## src/rtl/corr_window_packer.sv

```systemverilog
// Window timing generator and snapshot serializer for the correlator count path.
// Captures the four window counts at each window end and streams them as a byte packet.
module corr_window_packer #(
    parameter int          DATA_W = 8,
    parameter int          TIME_W = 8,
    parameter logic [7:0]  SYNC   = 8'hA5
) (
    input  logic              i_clk,
    input  logic              i_rstn,
    input  logic              i_cg,
    input  logic              i_en,
    output logic              o_tUpdate,
    output logic [TIME_W-1:0] o_tValue,
    input  logic [TIME_W-1:0] i_t,
    input  logic [DATA_W-1:0] i_countX,
    input  logic [DATA_W-1:0] i_countY,
    input  logic [DATA_W-1:0] i_countIsect,
    input  logic [DATA_W-1:0] i_countSymdiff,
    output logic [7:0]        o_data,
    output logic              o_valid,
    input  logic              i_ready,
    output logic [7:0]        o_nDropped,
    output logic [2:0]        o_dbg_state
);

    localparam int BPC    = (DATA_W + 7) / 8;
    localparam int PAD_W  = 8 * BPC;
    localparam int NB     = 4 * BPC;
    localparam int BODY_W = 8 * NB;
    localparam logic [2:0] LAST_IDX = 3'(NB - 1);

    typedef enum logic [0:0] {
        CTRL_OFF = 1'b0,
        CTRL_RUN = 1'b1
    } ctrl_t;

    typedef enum logic [1:0] {
        TX_IDLE = 2'd0,
        TX_HDR  = 2'd1,
        TX_SEQ  = 2'd2,
        TX_BODY = 2'd3
    } tx_t;

    ctrl_t             ctrl;
    tx_t               tx;
    logic [2:0]        idx;
    logic [7:0]        seq_cnt;
    logic [7:0]        seq_pkt;
    logic [BODY_W-1:0] snap;
    logic [7:0]        dropped;

    logic              window_end;
    logic              capture_evt;
    logic              accept;
    logic              last_byte;
    logic              tx_free;
    logic [BODY_W-1:0] body_in;
    logic [PAD_W-1:0]  x_pad;
    logic [PAD_W-1:0]  y_pad;
    logic [PAD_W-1:0]  isect_pad;
    logic [PAD_W-1:0]  symdiff_pad;
    logic [7:0]        body_byte;

    // Counts are zero-extended to whole bytes; X sits in the lowest bytes so it goes out first.
    assign x_pad       = PAD_W'(i_countX);
    assign y_pad       = PAD_W'(i_countY);
    assign isect_pad   = PAD_W'(i_countIsect);
    assign symdiff_pad = PAD_W'(i_countSymdiff);
    assign body_in     = {symdiff_pad, isect_pad, y_pad, x_pad};

    assign window_end  = (i_t == {TIME_W{1'b1}});
    assign o_tUpdate   = (ctrl == CTRL_OFF) ? i_en : window_end;
    assign o_tValue    = '0;
    assign capture_evt = i_cg && (ctrl == CTRL_RUN) && window_end;

    assign o_valid     = (tx != TX_IDLE);
    assign accept      = o_valid && i_ready && i_cg;
    assign last_byte   = (tx == TX_BODY) && (idx == LAST_IDX);
    // A packet finishing in the same cycle as a window end frees the link for the new snapshot.
    assign tx_free     = (tx == TX_IDLE) || (accept && last_byte);

    assign body_byte   = 8'(snap >> {idx, 3'b000});
    assign o_nDropped  = dropped;
    assign o_dbg_state = {ctrl, tx};

    always_comb begin
        o_data = 8'h00;
        case (tx)
            TX_HDR:  o_data = SYNC;
            TX_SEQ:  o_data = seq_pkt;
            TX_BODY: o_data = body_byte;
            default: o_data = 8'h00;
        endcase
    end

    // Window control: the start pulse in OFF restarts the counter; the partial window is never captured.
    always_ff @(posedge i_clk or negedge i_rstn) begin
        if (!i_rstn) begin
            ctrl <= CTRL_OFF;
        end else if (i_cg) begin
            case (ctrl)
                CTRL_OFF: if (i_en)  ctrl <= CTRL_RUN;
                CTRL_RUN: if (!i_en) ctrl <= CTRL_OFF;
                default:             ctrl <= CTRL_OFF;
            endcase
        end
    end

    always_ff @(posedge i_clk or negedge i_rstn) begin
        if (!i_rstn) begin
            tx      <= TX_IDLE;
            idx     <= 3'd0;
            seq_cnt <= 8'd0;
            seq_pkt <= 8'd0;
            snap    <= '0;
            dropped <= 8'd0;
        end else if (i_cg) begin
            if (capture_evt && tx_free) begin
                snap    <= body_in;
                seq_pkt <= seq_cnt;
                tx      <= TX_HDR;
                idx     <= 3'd0;
            end else if (accept) begin
                case (tx)
                    TX_HDR: tx <= TX_SEQ;
                    TX_SEQ: begin
                        tx  <= TX_BODY;
                        idx <= 3'd0;
                    end
                    TX_BODY: begin
                        if (last_byte) begin
                            tx  <= TX_IDLE;
                            idx <= 3'd0;
                        end else begin
                            idx <= idx + 3'd1;
                        end
                    end
                    default: tx <= TX_IDLE;
                endcase
            end

            // The sequence number advances on every window end so the host can spot drops.
            if (capture_evt) begin
                seq_cnt <= seq_cnt + 8'd1;
                if (!tx_free && dropped != 8'hFF) begin
                    dropped <= dropped + 8'd1;
                end
            end
        end
    end

endmodule

```

## config.mk

```make
export PLATFORM = sky130hd
export DESIGN_NAME = corr_window_packer
export DESIGN_NICKNAME = d
export VERILOG_FILES = /design/src/rtl/corr_window_packer.sv
export SDC_FILE = /design/constraint.sdc
export NUM_CORES = 1
export LEC_CHECK = 0
export CAP_MARGIN = 20
export CORE_MARGIN = 3
export CORE_UTILIZATION = 35
export DETAILED_ROUTE_END_ITERATION = 10
export GPL_TIMING_DRIVEN = 0
export SKIP_CTS_REPAIR_TIMING = 1
export SYNTH_ARGS = -nofsm -noshare
export SYNTH_HDL_FRONTEND = slang
export SYNTH_SLANG_ARGS = --single-unit
```

## constraint.sdc

```tcl
create_clock -name i_clk -period 2.39 [get_ports i_clk]
set_input_delay 0.478 -clock i_clk [delete_from_list [all_inputs] [get_ports i_clk]]
set_output_delay 0.478 -clock i_clk [all_outputs]
set_load 0.01 [all_outputs]
```

Fig. 1: run 1, gate-type map
The bar under the picture is 20 um long.
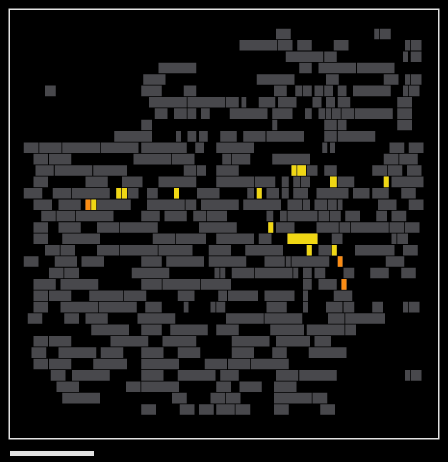
- inverters: orange (cells 3)
- NOR gates: yellow (cells 13)
fin cells: 430
Comb/total area: 35.7%
Top cell excl fill/tap: dfrtp_1

Fig. 2: run 1, cell outlines without signal wires
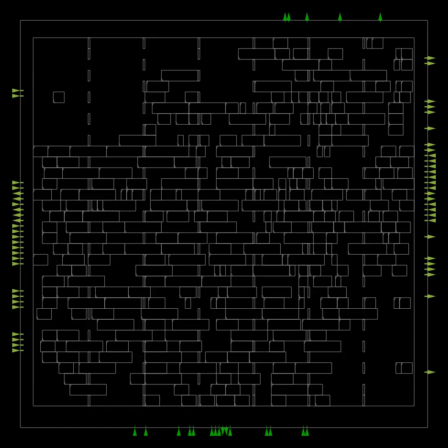
Final Core Density: 49.1%
Seq cells: 62
fraction of area in registers: 35.8%
Taps Inserted: 108

==> CHANGELOG.md, run 1 <==
### Physical design

* I/O Pins at 74
* Top Consumer: sequential cells
* DRC at 0
* EDFF count, synth at 0
* # diodes at 0
* Slew margin rel. at 47.3%
* Fillers at 783
* Fp util at 36.7%
* Placed cells at 411
* IO buf count at 65
* Dominant delay contributor by cell family on the critical path: multiplexers
* Cell area leaders: dfrtp_1 (48%), mux2_4 (17%), mux4_2 (5.6%), xnor2_1 (3.8%), mux2_2 (3.1%)
* Number of global-route vias before repair at 2269
* Clock sink count at 62
* Leak at 0.00207 uW
* Rows at 34
* Crit. End Element: primary output
* And+or+nand+nor area frac at 9.80%
* Total power at 3000 uW
* Pwr dens at 691 mW/mm2
* Slew @ Worst Pin at 0.791 ns
* Top cells by count, synth: dfrtp_1 (62), mux2_4 (36), xnor2_1 (14)
* Max-slew violation count at 0
* Inverters at 3
* Min-Delay Path Class: in -> async
* Crit path kind: reg -> out
* Clock Skew at 0.0152 ns
* Status: finished, final reports clean
* Non-clk bufs at 88
* Worst r2r src: tx[1]
Fig. 3: run 1, where the registers sit
The bar under the picture is 20 um long. Other sequential cells in the stronger grey, the rest of the logic in the fainter grey.
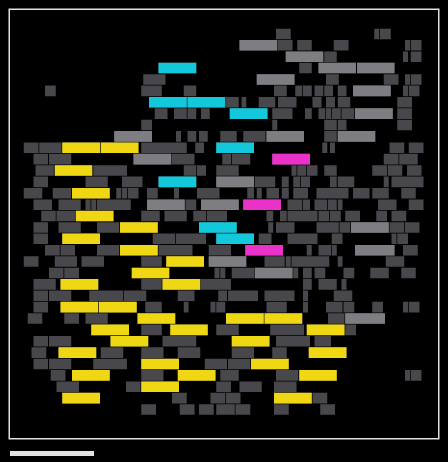
- `idx`: magenta (placed flops 3)
- `snap`: yellow (placed flops 32)
- `seq_cnt`: cyan (placed flops 8)
- not coloured: 19
register area: 0.00155 mm2
Seq group: 1160 uW

run 1: path summary, 6_finish.rpt:
check,to,slack [ns],cells past startpoint
max,o_data[3],0.06,5
min,snap[17],0.22,1
max reg2reg,snap[12],0.37,7
min reg2reg,seq_cnt[7],0.49,1
max in group asynchronous,tx[0],1.60,1
min in group i_clk,seq_cnt[7],0.49,1
run 1: stage by stage:
stage / setup slack [ns] / area, um2 / setup TNS, ns
after CTS: -0.576 / 4240 / -4.28
final: 0.0632 / 4340 / 0
after floorplan: 0.345 / 3270 / 0
after global routing: -0.0167 / 4340 / -0.0167
after detailed placement: -0.200 / 4050 / -3.76
after global placement: -1.27 / 4060 / -81.87
run 1: flip-flops by register name (all words and copies together), names as in the netlist:
| name | flops |
|---|---|
| ctrl | 1 |
| idx | 3 |
| o_nDropped | 8 |
| seq_cnt | 8 |
| seq_pkt | 8 |
| snap | 32 |
| tx | 2 |
run 1: layer usage:
metal  GRT usage, %  vias to the layer above  routed length (um)
met4           6.05                        0                 102
met2           22.2                       71                3220
met5              0                        -                   0
met1           19.9                     1032                3270
met3           3.00                        9                 407
li1               -                      994                   -
run 1: cells in the final DEF, fill, tap and decap left out, types with 2 or more instances in the layout:
cell type / n
dfrtp_1: 60
clkdlybuf4s50_1: 54
mux2_4: 36
buf_4: 17
xnor2_1: 14
nand2_1: 13
nor2_1: 10
clkbuf_8: 10
dlymetal6s2s_1: 10
mux2_2: 9
nand4_1: 9
mux4_2: 8
conb_1: 8
and3_1: 6
buf_12: 5
ha_1: 5
a31oi_1: 4
inv_1: 3
a22oi_1: 3
nand3_1: 3
nand3b_1: 2
a21oi_1: 2
o21ai_0: 2
clkbuf_1: 2
a311oi_1: 2
clkinv_2: 2
dfrtp_2: 2
==> run 2, diff against run 1 <==
- SLEW_MARGIN: default -> 20
Fig. 4: run 2, gate-type map
The bar under the picture is 20 um long.
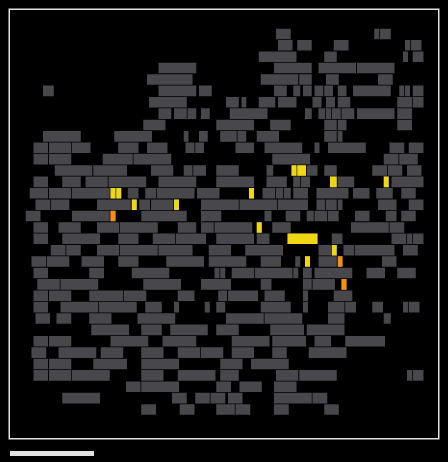
- NOR gates: yellow (cells 13)
- inverters: orange (cells 3)

==> CHANGELOG.md, run 2 <==
### Physical design

* Status: finished, final reports clean
* Leak at 0.00207 uW
* Metal-1 WL at 3230 um
* And+or+nand+nor area frac at 9.80%
* Clock Skew at 0.00756 ns
* IO buf count at 65
* Top sig layer: met4
* I/O Pins at 74
* # diodes at 0
* Fp util at 36.7%
* Rows at 34
* EDFF count, synth at 0
* Top cell excl fill/tap: dfrtp_1
* Fillers at 806
* Top Layout Cells: dfrtp_1 (60), clkdlybuf4s50_1 (55), mux2_4 (36)
* Crit path kind: reg -> out
* DRC at 0
* Clock sink count at 62
* Min-Delay Path Class: in -> async
* Met3 usage at 4.30%
* Met3 routed WL at 402 um
* Grt met1 use at 19.3%
* GRT busiest layer: met2
* Cell area leaders: dfrtp_1 (48%), mux2_4 (17%), mux4_2 (5.6%), xnor2_1 (3.8%), mux2_2 (3.1%)
Fig. 5: run 2, placed cells, one colour a class
The bar under the picture is 20 um long. Fill, decap, tap and diode cells in grey.
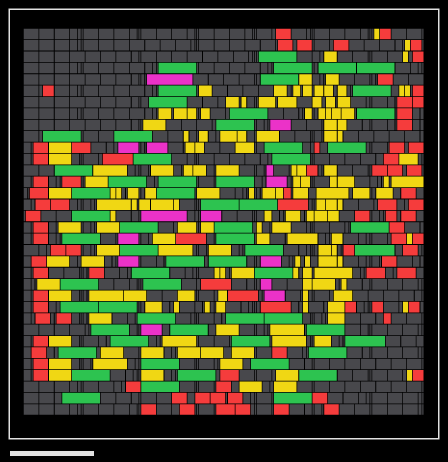
- clock drivers and dummy loads: magenta (cells 14; share of their area 5.0%)
- flip-flops: green (cells 62; share of their area 37%)
- all other logic: yellow (cells 157; share of their area 37%)
- other buffers and delay cells: red (cells 87; share of their area 21%)

## run 2: cell counts after synthesis
No cell type changed its count.
## run 2: through the flow
stage	TNS, ns	setup WS (ns)	total power [uW]	area, um2	utilization (%)
floorplan	0	0.345	1630	3270	-
global route	-0.0260	-0.0240	3240	4360	49.3
finish	0	0.0834	3070	4360	49.3
global placement	-81.87	-1.27	2010	4060	45.8
detailed placement	-3.71	-0.193	2030	4070	46.0
CTS	-4.17	-0.568	3030	4280	48.4
## run 2: area by class of cell
class                      count  area, um2  area share, %
sequential                    62       1550           35.6
multi-input combinational    154       1550           35.5
timing repair buffer          69        711           16.3
buffer                        18        191           4.39
clock buffer                  10        138           3.16
tap                          108        135           3.10
clock inverter                 4       72.6           1.66
inverter                       3       11.3          0.258
## run 2: final timing paths
check / from / end / cells past startpoint
setup / recovery: tx[0] / o_valid / 5
hold / removal: i_rstn / snap[22] / 1
min in group i_clk: seq_cnt[7] / seq_cnt[7] / 1
hold reg to reg: seq_cnt[7] / seq_cnt[7] / 1
setup reg to reg: tx[1] / snap[12] / 7
max in group asynchronous: i_rstn / seq_pkt[7] / 2
## run 2: power breakdown
group	switching, uW	internal (uW)	leakage (uW)
combinational	444	470	0.00111
clock	394	602	0.000104
sequential	57.0	1100	0.000856
## run 2: critical path, delay by kind of cell (launching register included)
| family | cells | cell delay (ns) |
|---|---|---|
| fa+ha+maj | 1 | 0.21 |
| buf+inv | 4 | 0.87 |
| flops | 1 | 0.41 |
## run 2: logic make-up after synthesis
logic type | Yosys count
compound gates | 18
xor+xnor | 14
fa+ha+maj | 7
buf+inv | 22
flops | 62
mux | 54
other cells | 1
simple gates | 53
==> run 3, diff against run 2 <==
--- a/config.mk
+++ b/config.mk
@@ -12,5 +12,4 @@
 export GPL_TIMING_DRIVEN = 0
 export SKIP_CTS_REPAIR_TIMING = 1
-export SLEW_MARGIN = 20
 export SYNTH_ARGS = -nofsm -noshare
 export SYNTH_HDL_FRONTEND = slang
==> constraint.sdc (replaced) <==
create_clock -name i_clk -period 2.39 [get_ports i_clk]
set_input_delay 0.478 -clock i_clk [delete_from_list [all_inputs] [get_ports i_clk]]
set_output_delay 0.478 -clock i_clk [all_outputs]
set_load 0.1 [all_outputs]
Fig. 6: run 3, placed cells, one colour a class
The bar under the picture is 20 um long. Fill, decap, tap and diode cells in grey.
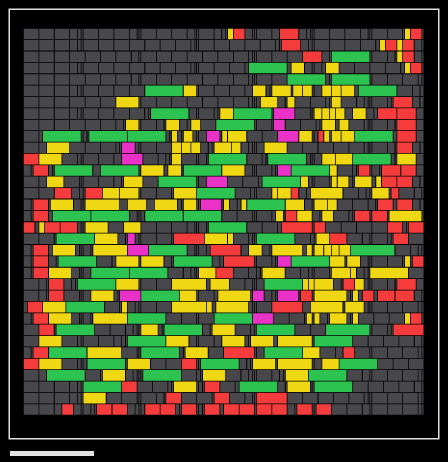
- other buffers and delay cells: red (cells 88; share of their area 22%)
- flip-flops: green (cells 62; share of their area 36%)
- all other logic: yellow (cells 157; share of their area 38%)
- clock drivers and dummy loads: magenta (cells 16; share of their area 4.1%)
Final Core Density: 50.6%
Rows: 34

==> CHANGELOG.md, run 3 <==
### Physical design

* Max FFs per register at 32
* Mapped Cells at 231
* Min-Delay Path Class: in -> async
* # setup viols final at 0
* Top cells by count, synth: dfrtp_1 (62), mux2_4 (36), xnor2_1 (14)
* Yosys cell count at 231
* Cell area leaders: dfrtp_1 (48%), mux2_4 (17%), mux4_2 (5.6%), xnor2_1 (3.8%), mux2_2 (3.1%)
* Comb pwr at 1740 uW
* Dominant delay contributor by cell family on the critical path: multiplexers
* Reg power frac at 31.0%
* Critical path depth in cells at 5
* Fp util at 36.7%
* Top Consumer: combinational cells
* Clock sink count at 62
* WL per Instance at 16.2 um
* Number of global-route vias before repair at 2190
* IO buf count at 65
* Max-slew violation count at 0
* OpenROAD warnings at 30
* Slew margin rel. at 34.4%
* EDFF count, synth at 0
* CP Max Fanout at 10
* Placed cells at 411
* Synth Seq Share at 47.8%
* Psw at 1650 uW
* Ys Warns at 0
* # diodes at 0
* Slew @ Worst Pin at 0.983 ns
* Sw Ratio at 43.9%
* Status: finished, final reports clean
* Clock network power at 855 uW
* GPL Wtd Cong at 0.779
* Top Layout Cells: dfrtp_1 (60), clkdlybuf4s50_1 (43), mux2_4 (36)
* Power Internal at 2110 uW
* Top cell excl fill/tap: dfrtp_1
* CP most frequent cell: buf_12
* Pwr dens at 839 mW/mm2
* Fin cells at 431
* Clock Skew at 0.00705 ns
* Crit path buffers/inverters at 2
* Total power at 3760 uW
* Leak at 0.00214 uW
* R2R depth at 8
* DRC at 0
* I/O Pins at 74
* Reg with most FFs: snap
* Gate power share at 46.3%
Fig. 7: run 3, cell outlines without signal wires
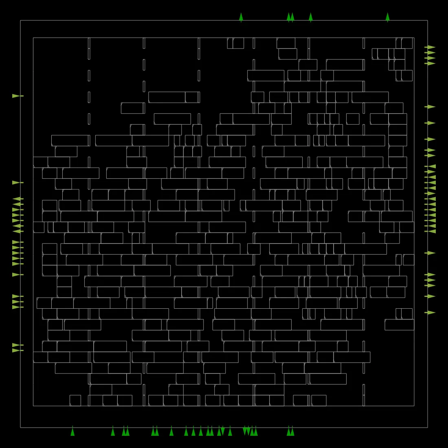
Fillers: 771
fraction of area in registers: 34.8%

## run 3: per-stage QoR
step,util (%),worst slack [ns],TNS (ns),instance area (um2)
final,50.6,0.0755,0,4480
after global routing,50.6,-0.00258,-0.00258,4480
after CTS,49.1,-1.04,-9.66,4340
after detailed placement,47.1,-0.666,-9.70,4170
after global placement,47.1,-1.65,-86.09,4170
after floorplan,-,-0.00879,-0.0352,3380
## run 3: cell type report
type	instances	area, um2	area share (%)
plain buffers	19	203	4.53
clock inverters	7	55.1	1.23
flip-flops and latches	62	1560	34.8
multi-input cells	154	1660	37.0
clock buffers	9	124	2.77
well taps	108	135	3.02
inverters	3	11.3	0.251
repair buffers	69	734	16.4
## run 3: routing by layer
metal | vias up | part of all wire, % | global-route usage, %
li1 | 1001 | - | -
met1 | 1035 | 46 | 19.4
met2 | 64 | 47 | 22.6
met3 | 8 | 5.6 | 4.44
met4 | 0 | 1.0 | 3.63
met5 | - | 0 | 0
## run 3: cell families after synthesis
logic type                 Yosys count  synth area share, %
buffers and inverters               22                 5.86
other                                1                0.116
and+or+nand+nor                     53                 9.80
xor gates and xnor gates            14                 3.78
AOI/OAI and AO/OA                   18                 4.28
adders and majority gates            7                 2.70
DFF                                 62                 47.8
muxes                               54                 25.6
## run 3: path summary, 6_finish.rpt
path	startpoint	to	slack, ns
max in group asynchronous	i_rstn	tx[0]	1.58
min reg2reg	seq_cnt[7]	seq_cnt[7]	0.48
max	idx[0]	o_data[5]	0.08
min	i_rstn	snap[5]	0.21
min in group i_clk	seq_cnt[7]	seq_cnt[7]	0.48
max reg2reg	tx[1]	snap[9]	0.21
Power is estimated from default activity; no workload was simulated.
